===== src/rtl/ml_demod_pkg.sv =====
// ml_demod_pkg
//  Shared types and constants for the ml_demodulator scheduler slice.
//  - state_e       : scheduler FSM states
//  - COMPUTE_CYC   : cycles from trigger to cal_done inside the demodulator
//  - BUF_VEC       : demodulator output buffer capacity in vectors
//  - BITS_PER_VEC  : bits read out of the buffer per vector
//  - Y_W / R_W     : widths of the y_hat vector and R matrix buses
package ml_demod_pkg;

  localparam int COMPUTE_CYC  = 64;
  localparam int BUF_VEC      = 32;
  localparam int BITS_PER_VEC = 8;
  localparam int Y_W          = 160;
  localparam int R_W          = 320;

  localparam int OUT_W  = 6;  // holds 0..BUF_VEC
  localparam int BIT_W  = 3;  // counts BITS_PER_VEC read handshakes
  localparam int WAIT_W = 7;

  localparam logic [OUT_W-1:0]  BUF_VEC_V = OUT_W'(BUF_VEC);
  localparam logic [BIT_W-1:0]  BIT_LAST  = BIT_W'(BITS_PER_VEC - 1);
  // COMPUTE counts WAIT_LOAD down to 0 inclusive, so it lasts COMPUTE_CYC cycles
  // and the trigger-to-trigger spacing is COMPUTE_CYC + 2 (TRIG + LOAD).
  localparam logic [WAIT_W-1:0] WAIT_LOAD = WAIT_W'(COMPUTE_CYC - 1);

  typedef enum logic [2:0] {
    IDLE    = 3'd0,
    LOAD    = 3'd1,
    TRIG    = 3'd2,
    COMPUTE = 3'd3,
    DRAIN   = 3'd4
  } state_e;

endpackage


===== src/rtl/ml_demod_credit_cnt.sv =====
// ml_demod_credit_cnt
//  Tracks how many triggered vectors are still unread in the demodulator's
//  output buffer. Every read handshake advances a bit counter; each wrap of
//  that counter retires one vector.
//  Ports:
//   i_clk, i_reset_n     clock, asynchronous active-low reset
//   i_inc                one vector triggered this cycle
//   i_rd_hs              one buffer bit read this cycle (vld && rdy)
//   o_outstanding        vectors triggered but not fully read
//   o_bit_cnt            bits read out of the current vector
//   o_err_underflow      sticky: a retire was seen with nothing outstanding
module ml_demod_credit_cnt
  import ml_demod_pkg::*;
(
  input  logic             i_clk,
  input  logic             i_reset_n,
  input  logic             i_inc,
  input  logic             i_rd_hs,
  output logic [OUT_W-1:0] o_outstanding,
  output logic [BIT_W-1:0] o_bit_cnt,
  output logic             o_err_underflow
);

  logic [BIT_W-1:0] r_bit_cnt;
  logic [OUT_W-1:0] r_outstanding;
  logic             r_err_underflow;
  logic             w_wrap;

  assign w_wrap = i_rd_hs && (r_bit_cnt == BIT_LAST);

  always_ff @(posedge i_clk or negedge i_reset_n) begin
    if (!i_reset_n) begin
      r_bit_cnt       <= '0;
      r_outstanding   <= '0;
      r_err_underflow <= 1'b0;
    end else begin
      if (i_rd_hs) r_bit_cnt <= r_bit_cnt + BIT_W'(1);
      // A trigger and a retire in the same cycle cancel out.
      case ({i_inc, w_wrap})
        2'b10: begin
          if (r_outstanding != BUF_VEC_V) r_outstanding <= r_outstanding + OUT_W'(1);
        end
        2'b01: begin
          if (r_outstanding != '0) r_outstanding <= r_outstanding - OUT_W'(1);
          else                     r_err_underflow <= 1'b1;
        end
        default: ;
      endcase
    end
  end

  assign o_outstanding   = r_outstanding;
  assign o_bit_cnt       = r_bit_cnt;
  assign o_err_underflow = r_err_underflow;

endmodule


===== src/rtl/ml_demod_scheduler.sv =====
// ml_demod_scheduler
//  Sequences ml_demodulator over a frame of symbol vectors. Takes (y_hat, R)
//  pairs from upstream, issues one-cycle triggers spaced by the search time,
//  never triggers more vectors than the output buffer can hold unread, and
//  pulses o_frame_done once every bit of the frame has been drained.
//  Handshakes: a transfer happens on a rising clock edge where valid and
//  ready are both high; valid may not depend on ready, ready (o_in_rdy) is
//  only high in LOAD with buffer room, and i_rd_vld/i_rd_rdy are observed
//  taps where each cycle with both high drains one bit.
//  Ports:
//   i_clk, i_reset_n           clock, asynchronous active-low reset
//   i_start, i_frame_len       frame start pulse and length (sampled in IDLE)
//   i_in_vld, o_in_rdy         upstream handshake
//   i_y_hat, i_r               upstream vector / matrix
//   o_trig, o_y_hat, o_r       to demodulator; data held stable between loads
//   i_rd_vld, i_rd_rdy         demodulator read-side handshake taps
//   o_busy                     state != IDLE
//   o_frame_done               one-cycle frame completion pulse
//   o_outstanding              vectors triggered but not fully read
//   o_dbg_state                current FSM state
//   o_dbg_err_underflow        sticky retire-with-nothing-outstanding flag
module ml_demod_scheduler
  import ml_demod_pkg::*;
#(
  parameter int LEN_W = 16
) (
  input  logic             i_clk,
  input  logic             i_reset_n,
  input  logic             i_start,
  input  logic [LEN_W-1:0] i_frame_len,
  input  logic             i_in_vld,
  output logic             o_in_rdy,
  input  logic [Y_W-1:0]   i_y_hat,
  input  logic [R_W-1:0]   i_r,
  output logic             o_trig,
  output logic [Y_W-1:0]   o_y_hat,
  output logic [R_W-1:0]   o_r,
  input  logic             i_rd_vld,
  input  logic             i_rd_rdy,
  output logic             o_busy,
  output logic             o_frame_done,
  output logic [OUT_W-1:0] o_outstanding,
  output logic [2:0]       o_dbg_state,
  output logic             o_dbg_err_underflow
);

  state_e              r_state;
  logic [LEN_W-1:0]    r_remaining;
  logic [WAIT_W-1:0]   r_wait_cnt;
  logic [Y_W-1:0]      r_y_hat;
  logic [R_W-1:0]      r_r;
  logic                r_trig;
  logic                r_frame_done;

  logic                w_in_rdy;
  logic                w_xfer;
  logic                w_rd_hs;
  logic [OUT_W-1:0]    w_outstanding;
  logic [BIT_W-1:0]    w_bit_cnt;
  logic                w_err_underflow;

  // Ready only while loading and while the buffer has room for one more vector.
  assign w_in_rdy = (r_state == LOAD) && (w_outstanding < BUF_VEC_V);
  assign w_xfer   = i_in_vld && w_in_rdy;
  assign w_rd_hs  = i_rd_vld && i_rd_rdy;

  ml_demod_credit_cnt u_credit (
    .i_clk           (i_clk),
    .i_reset_n       (i_reset_n),
    .i_inc           (r_state == TRIG),
    .i_rd_hs         (w_rd_hs),
    .o_outstanding   (w_outstanding),
    .o_bit_cnt       (w_bit_cnt),
    .o_err_underflow (w_err_underflow)
  );

  always_ff @(posedge i_clk or negedge i_reset_n) begin
    if (!i_reset_n) begin
      r_state      <= IDLE;
      r_remaining  <= '0;
      r_wait_cnt   <= '0;
      r_y_hat      <= '0;
      r_r          <= '0;
      r_trig       <= 1'b0;
      r_frame_done <= 1'b0;
    end else begin
      r_trig       <= 1'b0;
      r_frame_done <= 1'b0;
      case (r_state)
        IDLE: begin
          if (i_start) begin
            if (i_frame_len != '0) begin
              r_remaining <= i_frame_len;
              r_state     <= LOAD;
            end else begin
              r_frame_done <= 1'b1;
            end
          end
        end
        LOAD: begin
          if (w_xfer) begin
            r_y_hat <= i_y_hat;
            r_r     <= i_r;
            r_trig  <= 1'b1;  // high for exactly the TRIG cycle
            r_state <= TRIG;
          end
        end
        TRIG: begin
          r_remaining <= r_remaining - LEN_W'(1);
          r_wait_cnt  <= WAIT_LOAD;
          r_state     <= COMPUTE;
        end
        COMPUTE: begin
          if (r_wait_cnt == '0) begin
            r_state <= (r_remaining != '0) ? LOAD : DRAIN;
          end else begin
            r_wait_cnt <= r_wait_cnt - WAIT_W'(1);
          end
        end
        DRAIN: begin
          if ((w_outstanding == '0) && (w_bit_cnt == '0)) begin
            r_frame_done <= 1'b1;
            r_state      <= IDLE;
          end
        end
        default: r_state <= IDLE;
      endcase
    end
  end

  assign o_in_rdy            = w_in_rdy;
  assign o_trig              = r_trig;
  assign o_y_hat             = r_y_hat;
  assign o_r                 = r_r;
  assign o_busy              = (r_state != IDLE);
  assign o_frame_done        = r_frame_done;
  assign o_outstanding       = w_outstanding;
  assign o_dbg_state         = r_state;
  assign o_dbg_err_underflow = w_err_underflow;

endmodule


===== config.mk =====
export PLATFORM = sky130hd
export DESIGN_NAME = ml_demod_scheduler
export DESIGN_NICKNAME = d
export VERILOG_FILES = /design/src/rtl/ml_demod_pkg.sv /design/src/rtl/ml_demod_credit_cnt.sv /design/src/rtl/ml_demod_scheduler.sv
export SDC_FILE = /design/constraint.sdc
export NUM_CORES = 1
export LEC_CHECK = 0
export CAP_MARGIN = 10
export CORE_AREA = 4 4 386 388
export DETAILED_ROUTE_END_ITERATION = 6
export DIE_AREA = 0 0 390 392
export GPL_TIMING_DRIVEN = 0
export PLACE_DENSITY = 0.46
export SYNTH_ARGS = -nofsm -noshare
export SYNTH_HDL_FRONTEND = slang
export SYNTH_SLANG_ARGS = --single-unit

===== constraint.sdc =====
create_clock -name i_clk -period 5.5 [get_ports i_clk]
set_clock_uncertainty 0.05 [all_clocks]
set_input_delay 0.825 -clock i_clk [delete_from_list [all_inputs] [get_ports i_clk]]
set_output_delay 0.825 -clock i_clk [all_outputs]
set_load 0.01 [all_outputs]

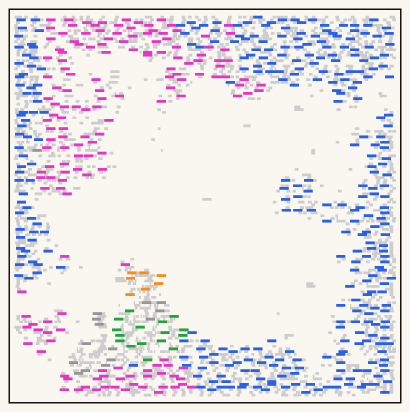
Run 1: where the registers sit
Scale: 1 px per um.
magenta -> o_y_hat  # sequential cells 160
green -> r_remaining  # sequential cells 16
blue -> o_r  # sequential cells 320, where all over the die
orange -> r_wait_cnt  # sequential cells 7

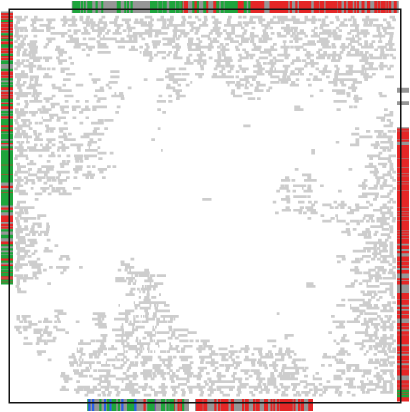
Run 1: I/O pins on the die edge
Scale: 1 px per um. Pins as bars across the die edge, other pins in gray.
purple -> i_in_vld  # pins 1, direction input, edge bottom
red -> i_r  # pins 320, direction input, edge 124 right, 91 top, 54 left, 51 bottom
blue -> o_outstanding  # pins 6, direction output, edge bottom
green -> i_y_hat  # pins 160, direction input, edge 76 left, 56 top, 25 bottom, 3 right
all pins by edge = 354 top, 236 bottom, 206 right, 200 left

==> flow_summary.html, run 1 <==
<h2>Implementation results</h2>
<table>
<tr><th>Metric</th><th>Value</th></tr>
<tr><th colspan="2">Die</th></tr>
<tr><td>Floorplan core density</td><td>14.0%</td></tr>
<tr><td>Chip Width</td><td>390 um</td></tr>
<tr><td>Core Rows</td><td>140</td></tr>
<tr><th colspan="2">Final timing</th></tr>
<tr><td>Setup-failing EPs final</td><td>0</td></tr>
<tr><th colspan="2">Setup path</th></tr>
<tr><td>Capturing element of the worst setup path</td><td>o_busy</td></tr>
<tr><td>Maximum single-stage delay on the critical path</td><td>590 ps</td></tr>
<tr><td>Register-to-register path setup slack</td><td>2300 ps</td></tr>
<tr><td>Count of cell instances traversed by the critical path</td><td>7</td></tr>
<tr><th colspan="2">Final layout</th></tr>
<tr><td>Layout sequential cell count</td><td>518</td></tr>
<tr><td>Max-area cell class</td><td>sequential cells</td></tr>
<tr><td>Area overhead of the layout relative to synthesis</td><td>73.0%</td></tr>
<tr><td>Multi-input combinational area share</td><td>19.3%</td></tr>
<tr><td>Number of ordinary and repair buffers in the finished layout</td><td>1,068</td></tr>
<tr><td>Share of cell area taken by flip-flops and latches</td><td>36.9%</td></tr>
<tr><td>Number of filler instances in the final layout</td><td>15,400</td></tr>
<tr><td>Final non-clock buffer share</td><td>30.2%</td></tr>
<tr><td>#MultiIn Comb</td><td>676</td></tr>
<tr><td>Clk_buf instances</td><td>101</td></tr>
<tr><th colspan="2">Drt</th></tr>
<tr><td>WL final</td><td>102 mm</td></tr>
<tr><td>Total met3 wirelength after detailed routing</td><td>9.72 mm</td></tr>
<tr><td>Total DRC errors in the routed layout</td><td>0</td></tr>
<tr><td>Routed WL per cell</td><td>23.5 um</td></tr>
<tr><td>Routed Antenna Nets</td><td>0</td></tr>
<tr><td>Number of detailed-routing iterations run before antenna repair</td><td>4</td></tr>
<tr><th colspan="2">Synth</th></tr>
<tr><td>Xor and xnor area share after synthesis</td><td>0.432%</td></tr>
<tr><td>Number of enable-type register cells in the synthesized netlist</td><td>0</td></tr>
<tr><td>Simple share</td><td>3.11%</td></tr>
<tr><td>Arithmetic-cell share of the synthesized area counting full adders, half adders and majority gates</td><td>0.678%</td></tr>
<tr><td>Flip-flop and latch count after synthesis</td><td>518</td></tr>
<tr><td>Count leader, synth</td><td>sky130_fd_sc_hd__dfrtp_1</td></tr>
<tr><td>Net count entering floorplan</td><td>1,787</td></tr>
<tr><td>Proportion of synthesized chip area in sequential cells</td><td>63.9%</td></tr>
<tr><th colspan="2">Clocking</th></tr>
<tr><td>Clock tree from TritonCTS</td><td>built</td></tr>
<tr><td>Inserted Clock Buffers</td><td>70</td></tr>
<tr><td>Clock insertion delay at the later pin of the skew report</td><td>650 ps</td></tr>
<tr><th colspan="2">Pwr</th></tr>
<tr><td>Comb group</td><td>8350 uW</td></tr>
<tr><td>Sequential power share</td><td>34.2%</td></tr>
<tr><td>Cell Pwr Density</td><td>559 nW/um2</td></tr>
<tr><td>Relative contribution of combinational cells to total power</td><td>42.5%</td></tr>
<tr><th colspan="2">Place</th></tr>
<tr><td>Post-placement cell count</td><td>4,191</td></tr>
<tr><td>Routability Congestion</td><td>0.784</td></tr>
<tr><th colspan="2">Job</th></tr>
<tr><td>Tally of max-capacitance violations</td><td>0</td></tr>
<tr><th colspan="2">Global route</th></tr>
<tr><td>Grt ovf</td><td>0</td></tr>
<tr><td>Global-route wire length before repair</td><td>137 mm</td></tr>
<tr><td>Largest net degree at the start of global routing</td><td>102</td></tr>
<tr><td>Met1 track utilization from global routing</td><td>13.7%</td></tr>
<tr><td>Met2 Use GR</td><td>23.2%</td></tr>
<tr><td>GRT met3 Usage</td><td>5.54%</td></tr>
<tr><td>Most Crowded Layer GR</td><td>met2</td></tr>
<tr><th colspan="2">Outcome</th></tr>
<tr><td>Status</td><td>complete, no violations</td></tr>
</table>
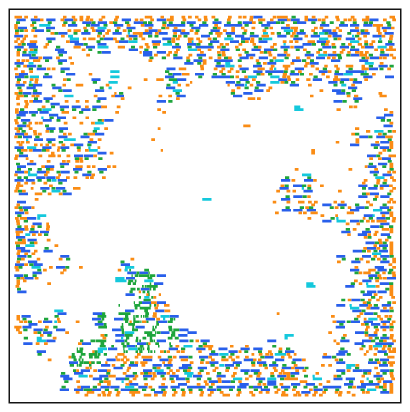
Run 1: cells colored by class
Scale: 1 px per um.
green -> all other logic  # cells 688, share of their area 21%
cyan -> clock drivers and dummy loads  # cells 123, share of their area 7.0%
blue -> flip-flops  # cells 518, share of their area 40%
orange -> other buffers and delay cells  # cells 1,068, share of their area 32%

Run 1, track usage over the die:
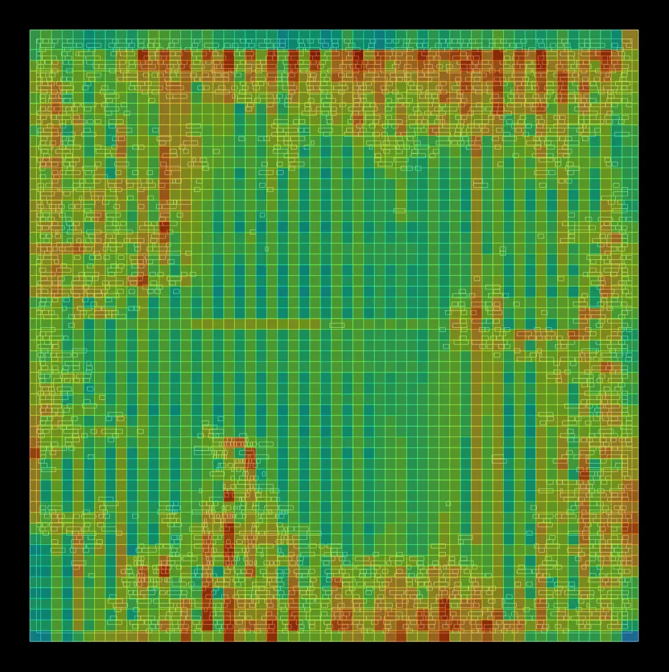

==> run 2, diff against run 1 <==
--- a/config.mk
+++ b/config.mk
@@ -6,11 +6,11 @@
 export NUM_CORES = 1
 export LEC_CHECK = 0
 export CAP_MARGIN = 10
-export CORE_AREA = 4 4 386 388
+export CORE_AREA = 4 4 381 383
 export DETAILED_ROUTE_END_ITERATION = 6
-export DIE_AREA = 0 0 390 392
+export DIE_AREA = 0 0 385 387
 export GPL_TIMING_DRIVEN = 0
-export PLACE_DENSITY = 0.46
+export PLACE_DENSITY = 0.48
 export SYNTH_ARGS = -nofsm -noshare
 export SYNTH_HDL_FRONTEND = slang
 export SYNTH_SLANG_ARGS = --single-unit
==> constraint.sdc (replaced) <==
create_clock -name i_clk -period 2.8 [get_ports i_clk]
set_clock_uncertainty 0.05 [all_clocks]
set_input_delay 0.42 -clock i_clk [delete_from_list [all_inputs] [get_ports i_clk]]
set_output_delay 0.42 -clock i_clk [all_outputs]
set_load 0.01 [all_outputs]
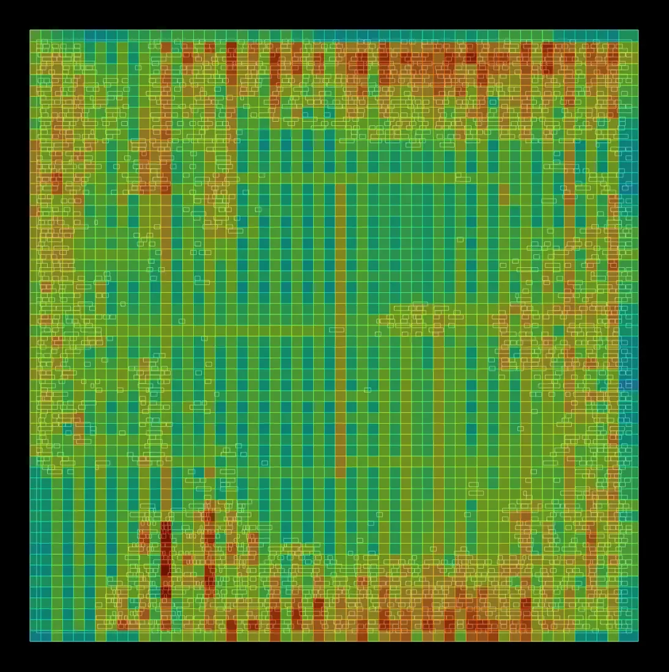
Run 2: track usage over the die
total routing resource utilization after global routing: 13.8%
final standard cell utilization of the core: 24.8%

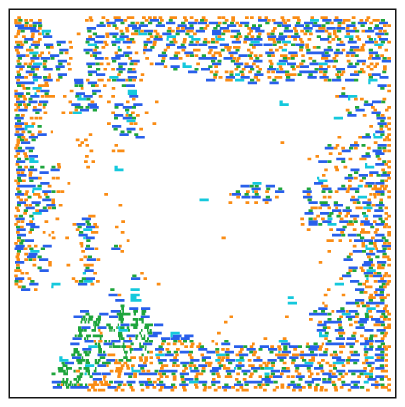
Run 2: cells colored by class
Scale: 1 px per um.
green -> all other logic  # cells 688, share of their area 21%
blue -> flip-flops  # cells 518, share of their area 40%
cyan -> clock drivers and dummy loads  # cells 126, share of their area 6.7%
orange -> other buffers and delay cells  # cells 1,069, share of their area 33%

==> flow_summary.html, run 2 <==
<h2>Implementation results</h2>
<table>
<tr><th>Metric</th><th>Value</th></tr>
<tr><th colspan="2">Global route</th></tr>
<tr><td>Most Crowded Layer GR</td><td>met2</td></tr>
<tr><td>Met1 track utilization from global routing</td><td>14.9%</td></tr>
<tr><td>GRT met3 Usage</td><td>5.55%</td></tr>
<tr><td>Grt ovf</td><td>0</td></tr>
<tr><td>Largest net degree at the start of global routing</td><td>105</td></tr>
<tr><th colspan="2">Synth</th></tr>
<tr><td>Xor and xnor area share after synthesis</td><td>0.432%</td></tr>
<tr><td>Count leader, synth</td><td>sky130_fd_sc_hd__dfrtp_1</td></tr>
<tr><td>Flip-flop and latch count after synthesis</td><td>518</td></tr>
<tr><th colspan="2">Job</th></tr>
<tr><td>Tally of max-capacitance violations</td><td>0</td></tr>
<tr><th colspan="2">Setup path</th></tr>
<tr><td>Capturing element of the worst setup path</td><td>o_r[184]</td></tr>
<tr><td>Count of cell instances traversed by the critical path</td><td>7</td></tr>
<tr><th colspan="2">Final layout</th></tr>
<tr><td>Area overhead of the layout relative to synthesis</td><td>72.9%</td></tr>
<tr><td>Number of ordinary and repair buffers in the finished layout</td><td>1,069</td></tr>
<tr><td>Max-area cell class</td><td>sequential cells</td></tr>
<tr><td>Multi-input combinational area share</td><td>19.5%</td></tr>
<tr><td>Layout sequential cell count</td><td>518</td></tr>
<tr><td>#MultiIn Comb</td><td>676</td></tr>
<tr><th colspan="2">Drt</th></tr>
<tr><td>Routed WL per cell</td><td>24.4 um</td></tr>
<tr><td>Total DRC errors in the routed layout</td><td>0</td></tr>
<tr><th colspan="2">Clocking</th></tr>
<tr><td>Clock tree from TritonCTS</td><td>built</td></tr>
<tr><th colspan="2">Die</th></tr>
<tr><td>Core Rows</td><td>138</td></tr>
<tr><th colspan="2">Pwr</th></tr>
<tr><td>Comb group</td><td>16,500 uW</td></tr>
<tr><td>Relative contribution of combinational cells to total power</td><td>42.8%</td></tr>
<tr><th colspan="2">Outcome</th></tr>
<tr><td>Status</td><td>complete, no violations</td></tr>
<tr><th colspan="2">Final timing</th></tr>
<tr><td>Setup-failing EPs final</td><td>0</td></tr>
</table>
==> run 3, diff against run 2 <==
--- a/config.mk
+++ b/config.mk
@@ -11,6 +11,7 @@
 export DIE_AREA = 0 0 385 387
 export GPL_TIMING_DRIVEN = 0
 export PLACE_DENSITY = 0.48
+export SKIP_CTS_REPAIR_TIMING = 1
 export SYNTH_ARGS = -nofsm -noshare
 export SYNTH_HDL_FRONTEND = slang
 export SYNTH_SLANG_ARGS = --single-unit
==> flow_summary.html, run 3 <==
<h2>Implementation results</h2>
<table>
<tr><th>Metric</th><th>Value</th></tr>
<tr><th colspan="2">Global route</th></tr>
<tr><td>Grt ovf</td><td>0</td></tr>
<tr><td>Met2 Use GR</td><td>25.0%</td></tr>
<tr><td>Global-route wire length before repair</td><td>141 mm</td></tr>
<tr><td>Most Crowded Layer GR</td><td>met2</td></tr>
<tr><td>GRT met3 Usage</td><td>6.03%</td></tr>
<tr><th colspan="2">Outcome</th></tr>
<tr><td>Status</td><td>complete, no violations</td></tr>
<tr><th colspan="2">Die</th></tr>
<tr><td>Core Rows</td><td>138</td></tr>
<tr><td>Chip Width</td><td>385 um</td></tr>
<tr><td>Floorplan core density</td><td>14.4%</td></tr>
<tr><th colspan="2">Final timing</th></tr>
<tr><td>Setup-failing EPs final</td><td>0</td></tr>
<tr><th colspan="2">Synth</th></tr>
<tr><td>Proportion of synthesized chip area in sequential cells</td><td>63.9%</td></tr>
<tr><td>Xor and xnor area share after synthesis</td><td>0.432%</td></tr>
<tr><td>Net count entering floorplan</td><td>1,787</td></tr>
<tr><td>Simple share</td><td>3.11%</td></tr>
<tr><td>Count leader, synth</td><td>sky130_fd_sc_hd__dfrtp_1</td></tr>
<tr><td>Flip-flop and latch count after synthesis</td><td>518</td></tr>
<tr><td>Arithmetic-cell share of the synthesized area counting full adders, half adders and majority gates</td><td>0.678%</td></tr>
<tr><td>Number of enable-type register cells in the synthesized netlist</td><td>0</td></tr>
<tr><th colspan="2">Clocking</th></tr>
<tr><td>Inserted Clock Buffers</td><td>70</td></tr>
<tr><td>Clock tree from TritonCTS</td><td>built</td></tr>
<tr><td>Clock insertion delay at the later pin of the skew report</td><td>620 ps</td></tr>
<tr><th colspan="2">Drt</th></tr>
<tr><td>WL met2</td><td>54.5 mm</td></tr>
<tr><td>WL final</td><td>105 mm</td></tr>
<tr><td>Number of detailed-routing iterations run before antenna repair</td><td>4</td></tr>
<tr><td>Routed WL per cell</td><td>24.4 um</td></tr>
<tr><td>Total met3 wirelength after detailed routing</td><td>10.1 mm</td></tr>
<tr><th colspan="2">Job</th></tr>
<tr><td>Tally of max-capacitance violations</td><td>0</td></tr>
<tr><th colspan="2">Final layout</th></tr>
<tr><td>Number of ordinary and repair buffers in the finished layout</td><td>1,071</td></tr>
<tr><td>Final standard cell utilization of the core</td><td>24.8%</td></tr>
<tr><td>Layout sequential cell count</td><td>518</td></tr>
<tr><td>Number of filler instances in the final layout</td><td>14,900</td></tr>
<tr><td>Final non-clock buffer share</td><td>30.4%</td></tr>
<tr><td>Share of cell area taken by flip-flops and latches</td><td>37.0%</td></tr>
<tr><td>Number of diodes added for antenna fixing</td><td>19</td></tr>
<tr><td>Multi-input combinational area share</td><td>19.4%</td></tr>
<tr><td>#MultiIn Comb</td><td>676</td></tr>
<tr><td>Area overhead of the layout relative to synthesis</td><td>72.8%</td></tr>
<tr><th colspan="2">Pwr</th></tr>
<tr><td>Sequential power share</td><td>34.7%</td></tr>
<tr><td>Comb group</td><td>16,500 uW</td></tr>
<tr><td>P_leak</td><td>0.0142 uW</td></tr>
<tr><td>Relative contribution of combinational cells to total power</td><td>42.8%</td></tr>
<tr><th colspan="2">Setup path</th></tr>
<tr><td>Count of cell instances traversed by the critical path</td><td>15</td></tr>
<tr><td>Capturing element of the worst setup path</td><td>u_credit.o_outstanding[4]</td></tr>
<tr><th colspan="2">Place</th></tr>
<tr><td>Routability Congestion</td><td>0.804</td></tr>
</table>
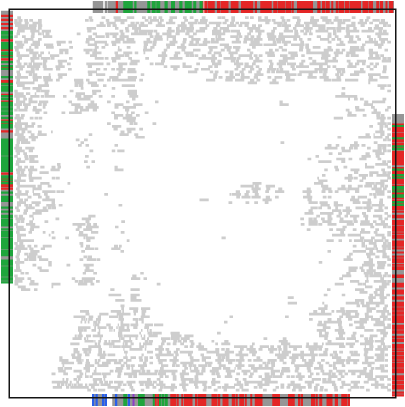
Run 3: I/O pins on the die edge
Scale: 1 px per um. Pins as bars across the die edge, other pins in gray.
red -> i_r  # pins 320, direction input, edge 123 right, 105 top, 70 bottom, 22 left
blue -> o_outstanding  # pins 6, direction output, edge bottom
green -> i_y_hat  # pins 160, direction input, edge 107 left, 28 top, 14 right, 11 bottom
purple -> i_in_vld  # pins 1, direction input, edge bottom
all pins by edge = 319 top, 270 bottom, 207 right, 200 left

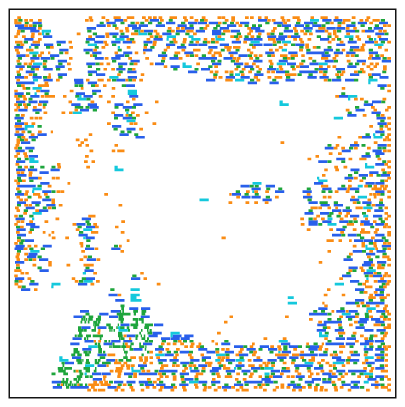
Run 3: cells colored by class
Scale: 1 px per um.
green -> all other logic  # cells 688, share of their area 21%
orange -> other buffers and delay cells  # cells 1,071, share of their area 33%
cyan -> clock drivers and dummy loads  # cells 126, share of their area 6.7%
blue -> flip-flops  # cells 518, share of their area 40%

Power and IR drop assume default switching activity.
